<file path="config.mk">
export PLATFORM = sky130hd
export DESIGN_NAME = cond_unit
export DESIGN_NICKNAME = d
export VERILOG_FILES = /design/src/rtl/cond_pkg.sv /design/src/rtl/cond_eval.sv /design/src/rtl/cond_unit.sv
export SDC_FILE = /design/constraint.sdc
export NUM_CORES = 1
export LEC_CHECK = 0
export ABC_CLOCK_PERIOD_IN_PS = 3100
export CORE_MARGIN = 1
export CORE_UTILIZATION = 42
export CTS_BUF_LIST = sky130_fd_sc_hd__clkbuf_8
export CTS_CLUSTER_SIZE = 12
export DETAILED_ROUTE_END_ITERATION = 6
export PLACE_DENSITY = 0.86
export SYNTH_ARGS = -nofsm -noshare
export SYNTH_HDL_FRONTEND = slang
export SYNTH_HIERARCHICAL = 1
export SYNTH_SLANG_ARGS = --single-unit
export TNS_END_PERCENT = 30
</file>
<file path="constraint.sdc">
create_clock -name CLK -period 3.1 [get_ports CLK]
set_input_delay 0.31 -clock CLK [delete_from_list [all_inputs] [get_ports CLK]]
set_output_delay 0.31 -clock CLK [all_outputs]
set_load 0.02 [all_outputs]
</file>
<file path="src/rtl/cond_pkg.sv">
// cond_pkg: shared definitions for the conditional-execution unit.
//   - ARM condition-code encodings (EQ..AL, NV)
//   - NZCV bit positions inside a 4-bit flag word
//   - IT-block FSM state type
package cond_pkg;

  localparam logic [3:0] COND_EQ = 4'd0;
  localparam logic [3:0] COND_NE = 4'd1;
  localparam logic [3:0] COND_CS = 4'd2;
  localparam logic [3:0] COND_CC = 4'd3;
  localparam logic [3:0] COND_MI = 4'd4;
  localparam logic [3:0] COND_PL = 4'd5;
  localparam logic [3:0] COND_VS = 4'd6;
  localparam logic [3:0] COND_VC = 4'd7;
  localparam logic [3:0] COND_HI = 4'd8;
  localparam logic [3:0] COND_LS = 4'd9;
  localparam logic [3:0] COND_GE = 4'd10;
  localparam logic [3:0] COND_LT = 4'd11;
  localparam logic [3:0] COND_GT = 4'd12;
  localparam logic [3:0] COND_LE = 4'd13;
  localparam logic [3:0] COND_AL = 4'd14;
  localparam logic [3:0] COND_NV = 4'd15;

  localparam int unsigned FLAG_N = 3;
  localparam int unsigned FLAG_Z = 2;
  localparam int unsigned FLAG_C = 1;
  localparam int unsigned FLAG_V = 0;

  localparam logic [2:0] IT_MAX_LEN = 3'd4;

  typedef enum logic {
    IT_IDLE   = 1'b0,
    IT_ACTIVE = 1'b1
  } it_state_e;

endpackage

</file>
<file path="src/rtl/cond_eval.sv">
// cond_eval: combinational ARM condition evaluator.
// Ports:
//   cond_i   [3:0]  condition field
//   flags_i  [3:0]  {N,Z,C,V}
//   condex_o        1 when the condition holds
module cond_eval
  import cond_pkg::*;
(
  input  logic [3:0] cond_i,
  input  logic [3:0] flags_i,
  output logic       condex_o
);

  logic n, z, c, v;

  always_comb begin
    n = flags_i[FLAG_N];
    z = flags_i[FLAG_Z];
    c = flags_i[FLAG_C];
    v = flags_i[FLAG_V];
    condex_o = 1'b0;
    case (cond_i)
      COND_EQ: condex_o = z;
      COND_NE: condex_o = ~z;
      COND_CS: condex_o = c;
      COND_CC: condex_o = ~c;
      COND_MI: condex_o = n;
      COND_PL: condex_o = ~n;
      COND_VS: condex_o = v;
      COND_VC: condex_o = ~v;
      COND_HI: condex_o = c & ~z;
      COND_LS: condex_o = ~c | z;
      COND_GE: condex_o = ~(n ^ v);
      COND_LT: condex_o = n ^ v;
      COND_GT: condex_o = ~z & ~(n ^ v);
      COND_LE: condex_o = z | (n ^ v);
      COND_AL: condex_o = 1'b1;
      default: condex_o = 1'b0;
    endcase
  end

endmodule

</file>
<file path="src/rtl/cond_unit.sv">
// cond_unit: conditional-execution stage with multiple NZCV flag sets and
// an optional Thumb-style IT-block sequencer (enabled by macro COND_IT_EN).
// Ports:
//   CLK, Reset (sync, active-high)
//   Valid / Stall / Flush              pipeline control
//   PCS, RegW, MemW, FPUW, NoWrite     decoder requests
//   FlagW[1:0]                         bit1 -> N,Z ; bit0 -> C,V
//   FSel[FSEL_W-1:0]                   flag set read/written
//   Cond[3:0], ALUFlags[3:0]           condition field, {N,Z,C,V} result
//   ITStart, ITCond, ITLen, ITMask     IT-block descriptor
//   PCSrc, RegWrite, MemWrite, FPUWrite, CondExOut, ValidOut  registered
//   C                                  carry of flag set 0 (from flag reg)
//   ITActive                           1 while inside an IT block
module cond_unit
  import cond_pkg::*;
#(
  parameter int unsigned NUM_FSETS = 2,
  parameter int unsigned FSEL_W    = 1
) (
  input  logic              CLK,
  input  logic              Reset,
  input  logic              Valid,
  input  logic              Stall,
  input  logic              Flush,
  input  logic              PCS,
  input  logic              RegW,
  input  logic              MemW,
  input  logic              FPUW,
  input  logic              NoWrite,
  input  logic [1:0]        FlagW,
  input  logic [FSEL_W-1:0] FSel,
  input  logic [3:0]        Cond,
  input  logic [3:0]        ALUFlags,
  input  logic              ITStart,
  input  logic [3:0]        ITCond,
  input  logic [2:0]        ITLen,
  input  logic [3:0]        ITMask,
  output logic              PCSrc,
  output logic              RegWrite,
  output logic              MemWrite,
  output logic              FPUWrite,
  output logic              CondExOut,
  output logic              ValidOut,
  output logic              C,
  output logic              ITActive
);

  logic       accept;
  logic [3:0] flags_q [NUM_FSETS];
  logic [3:0] flags_rd;
  logic       fsel_ok;
  logic [3:0] cond_eff;
  logic       condex;
  logic       it_instr;
  logic       it_active;

  logic pcsrc_q, pcsrc_d, regw_q, regw_d, memw_q, memw_d;
  logic fpuw_q, fpuw_d, condex_q, condex_d, valid_q, valid_d;

  assign accept = Valid & ~Stall & ~Flush;

  // Out-of-range FSel reads as all-zero flags and blocks flag writes.
  always_comb begin
    flags_rd = '0;
    fsel_ok  = 1'b0;
    for (int unsigned i = 0; i < NUM_FSETS; i++) begin
      if (FSel == FSEL_W'(i)) begin
        flags_rd = flags_q[i];
        fsel_ok  = 1'b1;
      end
    end
  end

`ifdef COND_IT_EN
  it_state_e  state_q, state_d;
  logic [2:0] rem_q, rem_d;
  logic [1:0] k_q, k_d;
  logic [3:0] itcond_q, itcond_d, itmask_q, itmask_d;
  logic       it_len_ok;

  assign it_len_ok = (ITLen != 3'd0) && (ITLen <= IT_MAX_LEN);

  always_ff @(posedge CLK) begin
    if (Reset) begin
      state_q  <= IT_IDLE;
      rem_q    <= '0;
      k_q      <= '0;
      itcond_q <= '0;
      itmask_q <= '0;
    end else begin
      state_q  <= state_d;
      rem_q    <= rem_d;
      k_q      <= k_d;
      itcond_q <= itcond_d;
      itmask_q <= itmask_d;
    end
  end

  always_comb begin
    state_d  = state_q;
    rem_d    = rem_q;
    k_d      = k_q;
    itcond_d = itcond_q;
    itmask_d = itmask_q;
    if (Flush) begin
      state_d = IT_IDLE;
      rem_d   = '0;
      k_d     = '0;
    end else if (accept) begin
      case (state_q)
        IT_IDLE: begin
          if (ITStart && it_len_ok) begin
            state_d  = IT_ACTIVE;
            rem_d    = ITLen;
            k_d      = '0;
            itcond_d = ITCond;
            itmask_d = ITMask;
          end
        end
        IT_ACTIVE: begin
          rem_d = rem_q - 3'd1;
          k_d   = k_q + 2'd1;
          if (rem_q == 3'd1) state_d = IT_IDLE;
        end
        default: state_d = IT_IDLE;
      endcase
    end
  end

  always_comb begin
    it_active = (state_q == IT_ACTIVE);
    it_instr  = accept && (state_q == IT_IDLE) && ITStart && it_len_ok;
    if (!it_active)
      cond_eff = Cond;
    else if (k_q == 2'd0)
      cond_eff = itcond_q;
    else
      cond_eff = itcond_q ^ {3'b000, itmask_q[k_q]};
  end
`else
  logic unused_it_inputs;
  assign unused_it_inputs = ^{ITStart, ITCond, ITLen, ITMask};
  assign it_active = 1'b0;
  assign it_instr  = 1'b0;
  assign cond_eff  = Cond;
`endif

  cond_eval u_cond_eval (
    .cond_i  (cond_eff),
    .flags_i (flags_rd),
    .condex_o(condex)
  );

  always_ff @(posedge CLK) begin
    if (Reset) begin
      for (int unsigned i = 0; i < NUM_FSETS; i++) flags_q[i] <= '0;
    end else if (accept && condex && !it_instr && fsel_ok) begin
      for (int unsigned i = 0; i < NUM_FSETS; i++) begin
        if (FSel == FSEL_W'(i)) begin
          if (FlagW[1]) begin
            flags_q[i][FLAG_N] <= ALUFlags[FLAG_N];
            flags_q[i][FLAG_Z] <= ALUFlags[FLAG_Z];
          end
          if (FlagW[0]) begin
            flags_q[i][FLAG_C] <= ALUFlags[FLAG_C];
            flags_q[i][FLAG_V] <= ALUFlags[FLAG_V];
          end
        end
      end
    end
  end

  // Flush beats Stall beats Valid. The IT instruction itself is a
  // valid bubble: it reports ValidOut but no writes and no condition.
  always_comb begin
    pcsrc_d  = pcsrc_q;
    regw_d   = regw_q;
    memw_d   = memw_q;
    fpuw_d   = fpuw_q;
    condex_d = condex_q;
    valid_d  = valid_q;
    if (Flush || (!Stall && !Valid)) begin
      pcsrc_d  = 1'b0;
      regw_d   = 1'b0;
      memw_d   = 1'b0;
      fpuw_d   = 1'b0;
      condex_d = 1'b0;
      valid_d  = 1'b0;
    end else if (accept) begin
      valid_d = 1'b1;
      if (it_instr) begin
        pcsrc_d  = 1'b0;
        regw_d   = 1'b0;
        memw_d   = 1'b0;
        fpuw_d   = 1'b0;
        condex_d = 1'b0;
      end else begin
        pcsrc_d  = PCS & condex;
        regw_d   = RegW & condex & ~NoWrite;
        memw_d   = MemW & condex;
        fpuw_d   = FPUW & condex;
        condex_d = condex;
      end
    end
  end

  always_ff @(posedge CLK) begin
    if (Reset) begin
      pcsrc_q  <= 1'b0;
      regw_q   <= 1'b0;
      memw_q   <= 1'b0;
      fpuw_q   <= 1'b0;
      condex_q <= 1'b0;
      valid_q  <= 1'b0;
    end else begin
      pcsrc_q  <= pcsrc_d;
      regw_q   <= regw_d;
      memw_q   <= memw_d;
      fpuw_q   <= fpuw_d;
      condex_q <= condex_d;
      valid_q  <= valid_d;
    end
  end

  assign PCSrc     = pcsrc_q;
  assign RegWrite  = regw_q;
  assign MemWrite  = memw_q;
  assign FPUWrite  = fpuw_q;
  assign CondExOut = condex_q;
  assign ValidOut  = valid_q;
  assign C         = flags_q[0][FLAG_C];
  assign ITActive  = it_active;

endmodule

</file>
==> impl_metrics.json, run 1 <==
{
  "status": "finished, final reports clean",
  "ys_sh_simple": 0.295,
  "pwr-share-comb": 0.211,
  "internal_power_w": 0.000341,
  "async_reset_ff_frac": 0,
  "final_layout_size_suffix_gt1_frac": 0.134,
  "syn_area_per_cell_sq_um": 9.45,
  "met2_length_microns": 852,
  "cts_htree_levels": 1,
  "cts_hold_buf": 0,
  "mostFrequentLayoutCells": "27 x clkdlybuf4s50_1, 12 x nor2_1, 8 x nand2b_1, 8 x a21oi_1, 8 x edfxtp_1",
  "leakage_nw": 0.420,
  "chip_area_sq_mm": 0.00223,
  "crit_path_end_kind": "flip-flop",
  "setup_viol": 0,
  "fill_cells": 169,
  "clk_path_buf_depth": 2,
  "crit_type": "primary input to flip-flop",
  "reg2reg_slack_ps": 790,
  "dp_hpwl_mm": 1.31,
  "min_path_type": "flip-flop to flip-flop",
  "clkTransAtPathRegs_ps": 60,
  "p_clk_w": 0.000147,
  "fp_nets": 124,
  "drv_slew": 0,
  "io_buffers": 27,
  "grt_pass1_wl_mm": 2.59,
  "setup-tns-final_ps": 0,
  "regMostFlops": "flags_q",
  "clock_skew_ps": 3.32,
  "timing.rr.start": "flags_q[1][3]",
  "crit_arrival_ps": 2690,
  "cts_sinks": 14,
  "top_logic_kind": "simple AND/OR/NAND/NOR gates",
  "busiest_layer": "met2",
  "ys_cells": 91,
  "synth-edff-count": 8,
  "drtIter0Drc": 21,
  "die_w_microns": 47.2,
  "post-route-min-period_ps": 2690,
  "gp_congestion": 0.778,
  "cts_buffers": 3,
  "ys_area_sq_um": 860,
  "synth-seq-cells": 14,
  "fmax_mhz": 371
}
==> run_1/layer_met3.png <==
(8 px per micron)
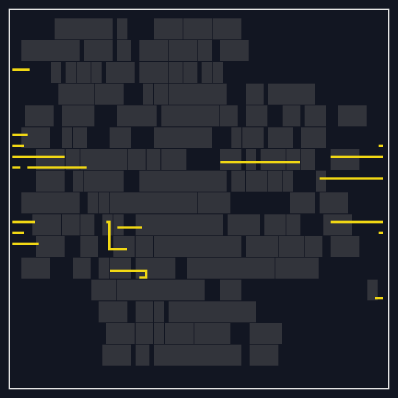
nets with wire on the layer: 18
wire length on this layer: 70.5 microns
longest straight run: 9.70 microns
share of all routed wire: 4.1%
main direction: horizontal
Via Count: 738
met3 usage: 0.0269
Routed Wire Length: 1.72 mm

==> run_1/placement_by_type.png <==
(10 px per micron)
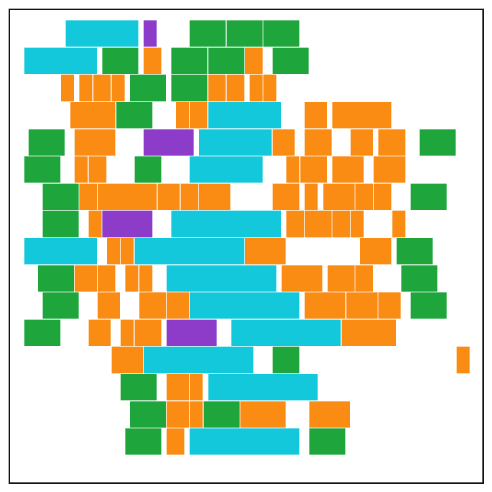
| colour | class | cells | share of their area |
|---|---|---|---|
| purple | clock drivers and dummy loads | 4 | 3.9% |
| green | other buffers and delay cells | 29 | 24% |
| orange | combinational and other logic | 72 | 41% |
| cyan | flops | 14 | 31% |
flop share of the area: 0.301
core area: 0.00194 sq mm
Core Util, Final: 0.617

==> run_1/metal_density.png <==
(8 px per micron) The die is cut into 9 by 9 equal tiles; dark purple is low, yellow is high, scaled to the fullest tile. Values are wire area over tile area, all layers added.
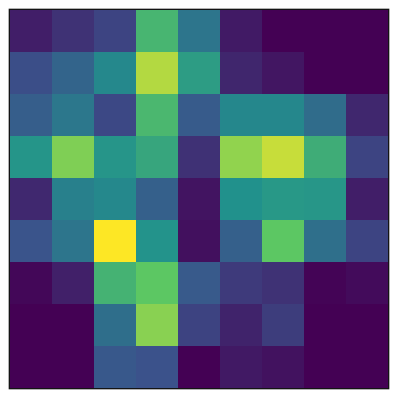
tiles over half the peak: 25%
fullest tile: 0.41
mean over tiles: 0.12

==> run_1/sizes.png <==
(6 px per micron)
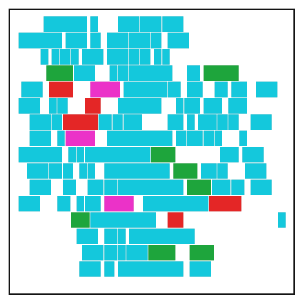
| colour | size | cells | share |
|---|---|---|---|
| cyan | _0 and _1 cells | 103 | 87% |
| red | _3 and _4 cells | 5 | 4.2% |
| green | _2 cells | 8 | 6.7% |
| magenta | _6 and larger | 3 | 2.5% |
Area growth syn-to-layout: 39.4%
fin worst setup slack: 406 ps
Non-clk bufs: 29
final instance area: 0.00120 sq mm

==> run 1 -> run 2 <==
--- a/config.mk
+++ b/config.mk
@@ -5,9 +5,9 @@
 export SDC_FILE = /design/constraint.sdc
 export NUM_CORES = 1
 export LEC_CHECK = 0
-export ABC_CLOCK_PERIOD_IN_PS = 3100
+export ABC_AREA = 1
 export CORE_MARGIN = 1
-export CORE_UTILIZATION = 42
+export CORE_UTILIZATION = 43
 export CTS_BUF_LIST = sky130_fd_sc_hd__clkbuf_8
 export CTS_CLUSTER_SIZE = 12
 export DETAILED_ROUTE_END_ITERATION = 6
==> run_2/sizes.png <==
(6 px per micron)
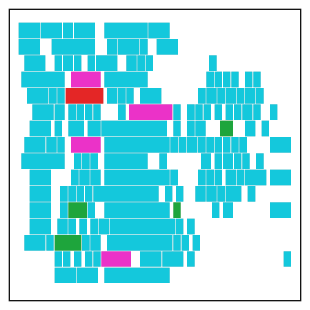
| colour | size | cells | share |
|---|---|---|---|
| green | _2 cells | 4 | 2.4% |
| magenta | _6 and larger | 4 | 2.4% |
| cyan | _0 and _1 cells | 159 | 95% |
| red | _3 and _4 cells | 1 | 0.60% |
Non-clk bufs: 27
Area growth syn-to-layout: 36.5%
fin worst setup slack: 677 ps
final instance area: 0.00126 sq mm

==> run_2/metal_density.png <==
(8 px per micron) The die is cut into 10 by 10 equal tiles; dark purple is low, yellow is high, scaled to the fullest tile. Values are wire area over tile area, all layers added.
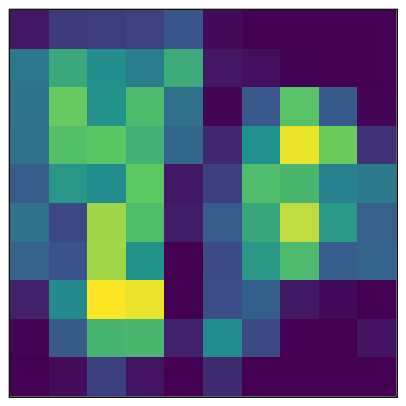
fullest tile: 0.43
nearly empty tiles: 21%
tiles over half the peak: 28%
mean over tiles: 0.14
emptiest ninth of the die: south-east
Via Count: 950
Routed Wire Length: 1.97 mm
DR WL/cell: 10.1 microns
GRT Util Overall: 0.186

==> run 2 against run 1 <==
- combinational power fell by 3.1%
- final cell count is 34% higher
- sequential share of layout area decreased by 1.4 points
- critical path depth rose by 6
- register-to-register slack improved by 340 ps
- hold slack improved by 16 ps
- design area up 5.0%
- largest power group unchanged
==> impl_metrics.json, run 2 <==
{
  "post-route-min-period_ps": 2420,
  "met2_length_mm": 1.04,
  "min_path_type": "flip-flop to flip-flop",
  "post-route-util": 0.635,
  "p_clk_w": 0.000149,
  "status": "finished, final reports clean",
  "mostFrequentLayoutCells": "51 x nand2_1, 27 x clkdlybuf4s50_1, 19 x inv_1, 16 x nor2_1, 12 x a21oi_1",
  "grt_pass1_wl_mm": 3.40,
  "cts_hold_buf": 0,
  "internal_power_w": 0.000329,
  "final_layout_size_suffix_gt1_frac": 0.0536,
  "core_area_sq_mm": 0.00198,
  "crit_type": "primary input to flip-flop",
  "reg2reg_slack_ps": 1130,
  "clk_path_buf_depth": 2,
  "chip_area_sq_mm": 0.00233,
  "seq_area_frac": 0.286,
  "timing.rr.start": "flags_q[1][0]",
  "ys_sh_simple": 0.414,
  "met3_usage": 0.0189,
  "busiest_layer": "met2",
  "clkTransAtPathRegs_ps": 50,
  "crit_arrival_ps": 2360
}
==> run_2/placement_by_type.png <==
(10 px per micron)
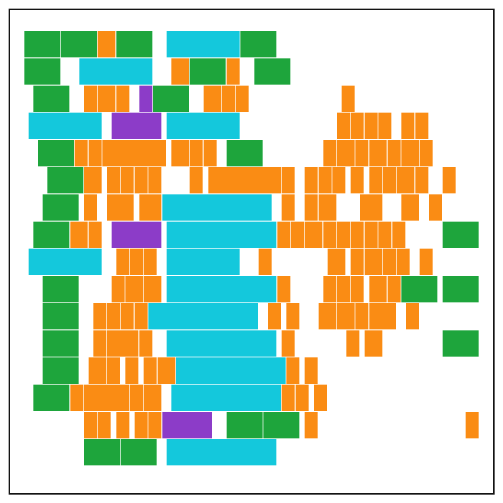
| colour | class | cells | share of their area |
|---|---|---|---|
| orange | combinational and other logic | 123 | 45% |
| cyan | flops | 14 | 29% |
| green | other buffers and delay cells | 27 | 22% |
| purple | clock drivers and dummy loads | 4 | 3.7% |

==> run 2 -> run 3 <==
--- a/config.mk
+++ b/config.mk
@@ -7,11 +7,11 @@
 export LEC_CHECK = 0
 export ABC_AREA = 1
 export CORE_MARGIN = 1
-export CORE_UTILIZATION = 43
+export CORE_UTILIZATION = 39
 export CTS_BUF_LIST = sky130_fd_sc_hd__clkbuf_8
 export CTS_CLUSTER_SIZE = 12
 export DETAILED_ROUTE_END_ITERATION = 6
-export PLACE_DENSITY = 0.86
+export PLACE_DENSITY = 0.82
 export SYNTH_ARGS = -nofsm -noshare
 export SYNTH_HDL_FRONTEND = slang
 export SYNTH_HIERARCHICAL = 1
==> constraint.sdc (replaced) <==
create_clock -name CLK -period 2.11 [get_ports CLK]
set_input_delay 0.211 -clock CLK [delete_from_list [all_inputs] [get_ports CLK]]
set_output_delay 0.211 -clock CLK [all_outputs]
set_load 0.02 [all_outputs]
==> run_3/placement_by_type.png <==
(10 px per micron)
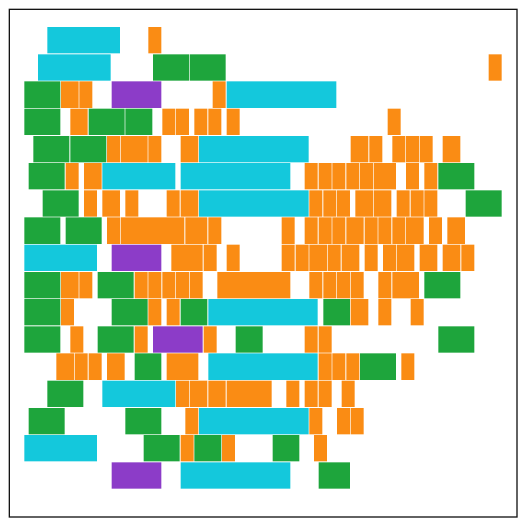
| colour | class | cells | share of their area |
|---|---|---|---|
| purple | clock drivers and dummy loads | 4 | 4.3% |
| orange | combinational and other logic | 123 | 43% |
| cyan | flops | 14 | 28% |
| green | other buffers and delay cells | 34 | 25% |

==> run_3/sizes.png <==
(6 px per micron)
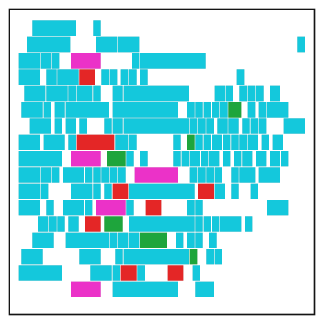
| colour | size | cells | share |
|---|---|---|---|
| green | _2 cells | 6 | 3.4% |
| red | _3 and _4 cells | 8 | 4.6% |
| cyan | _0 and _1 cells | 156 | 89% |
| magenta | _6 and larger | 5 | 2.9% |
Non-clk bufs: 34
fin worst setup slack: 136 ps
Area growth syn-to-layout: 43.7%
final instance area: 0.00133 sq mm

==> run_3/clocks.png <==
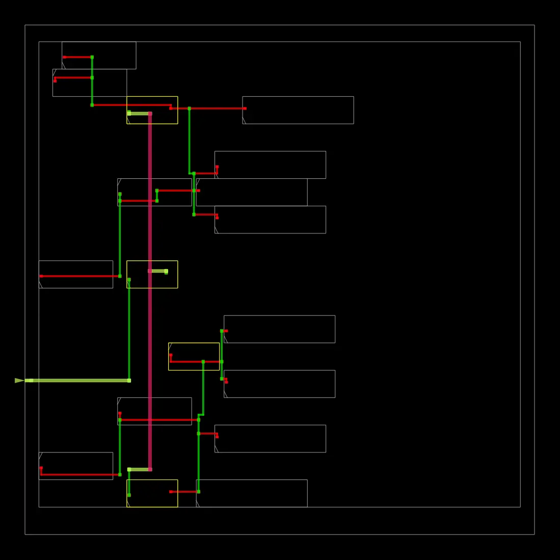
Clock Latency Late Sink: 250 ps
clk_skew: 1.40 ps
flip-flops: 14

==> run 3 against run 2 <==
- via count grew 8.8%
- wire length grew 21%
- non-clock buffer count grew 7
- hold slack lost 10 ps
- sequential cell count is the same
- global-route usage grew 2.4 points
- critical path depth shrank 2
- combinational power grew 59%
- first-iteration DRC count grew to 2.8 times the previous value
- synthesized cell count is the same
- setup slack lost 540 ps
- largest cell class unchanged
==> impl_metrics.json, run 3 <==
{
  "crit_path_cell_trace": "nand2_1, nand2_1, inv_1, nand2_1, nand2_1, nand3_1, nand3_1, nor2_1, nand2_1, inv_1, nor2_8, inv_1, o21ai_2",
  "min_path_type": "flip-flop to flip-flop",
  "p_clk_w": 0.000263,
  "wire_per_inst_microns": 11.7,
  "warnings": 38,
  "crit_start": "flags_q[0][0]",
  "dieHeight_microns": 50.6,
  "hp-start": "ValidOut",
  "grt_util_met1": 0.227,
  "nWellTaps": 28,
  "cts_hold_buf": 0,
  "lay_top_count": "nand2_1",
  "track_usage": 0.210,
  "cts_resized": 1,
  "totalWireLength_mm": 2.38,
  "seq_area_frac": 0.272,
  "synth-seq-cells": 14,
  "clkTransAtPathRegs_ps": 60,
  "post-route-min-period_ps": 1970,
  "met2_length_mm": 1.21,
  "reg2reg_slack_ps": 140,
  "dr_total_vias": 1034,
  "final_layout_size_suffix_gt1_frac": 0.109,
  "nNonClkInverters": 22,
  "ys_sh_simple": 0.414,
  "synth-edff-count": 8,
  "holdPathEnd": "ValidOut",
  "chip_area_sq_mm": 0.00256,
  "core_area_sq_mm": 0.00221,
  "busiest_layer": "met2",
  "mostFrequentLayoutCells": "51 x nand2_1, 26 x clkdlybuf4s50_1, 18 x inv_1, 16 x nor2_1, 12 x a21oi_1",
  "crit_arrival_ps": 1930,
  "wl_met3_microns": 152,
  "crit_type": "flip-flop to flip-flop",
  "p_per_area_mw_per_mm2": 534,
  "pwr-share-comb": 0.204,
  "p_sw_frac": 0.256,
  "clk_path_buf_depth": 2,
  "top_logic_kind": "simple AND/OR/NAND/NOR gates",
  "clk_share": 0.0415,
  "cts_htree_levels": 1,
  "largest_class": "combinational gates",
  "met3_usage": 0.0242,
  "critPathCapture": "flags_q[0][1]",
  "timing.rr.start": "flags_q[0][0]",
  "status": "finished, final reports clean",
  "grt_pass1_wl_mm": 4.04,
  "post-route-util": 0.599,
  "internal_power_w": 0.000526
}
Power is estimated from default activity; no workload was simulated.
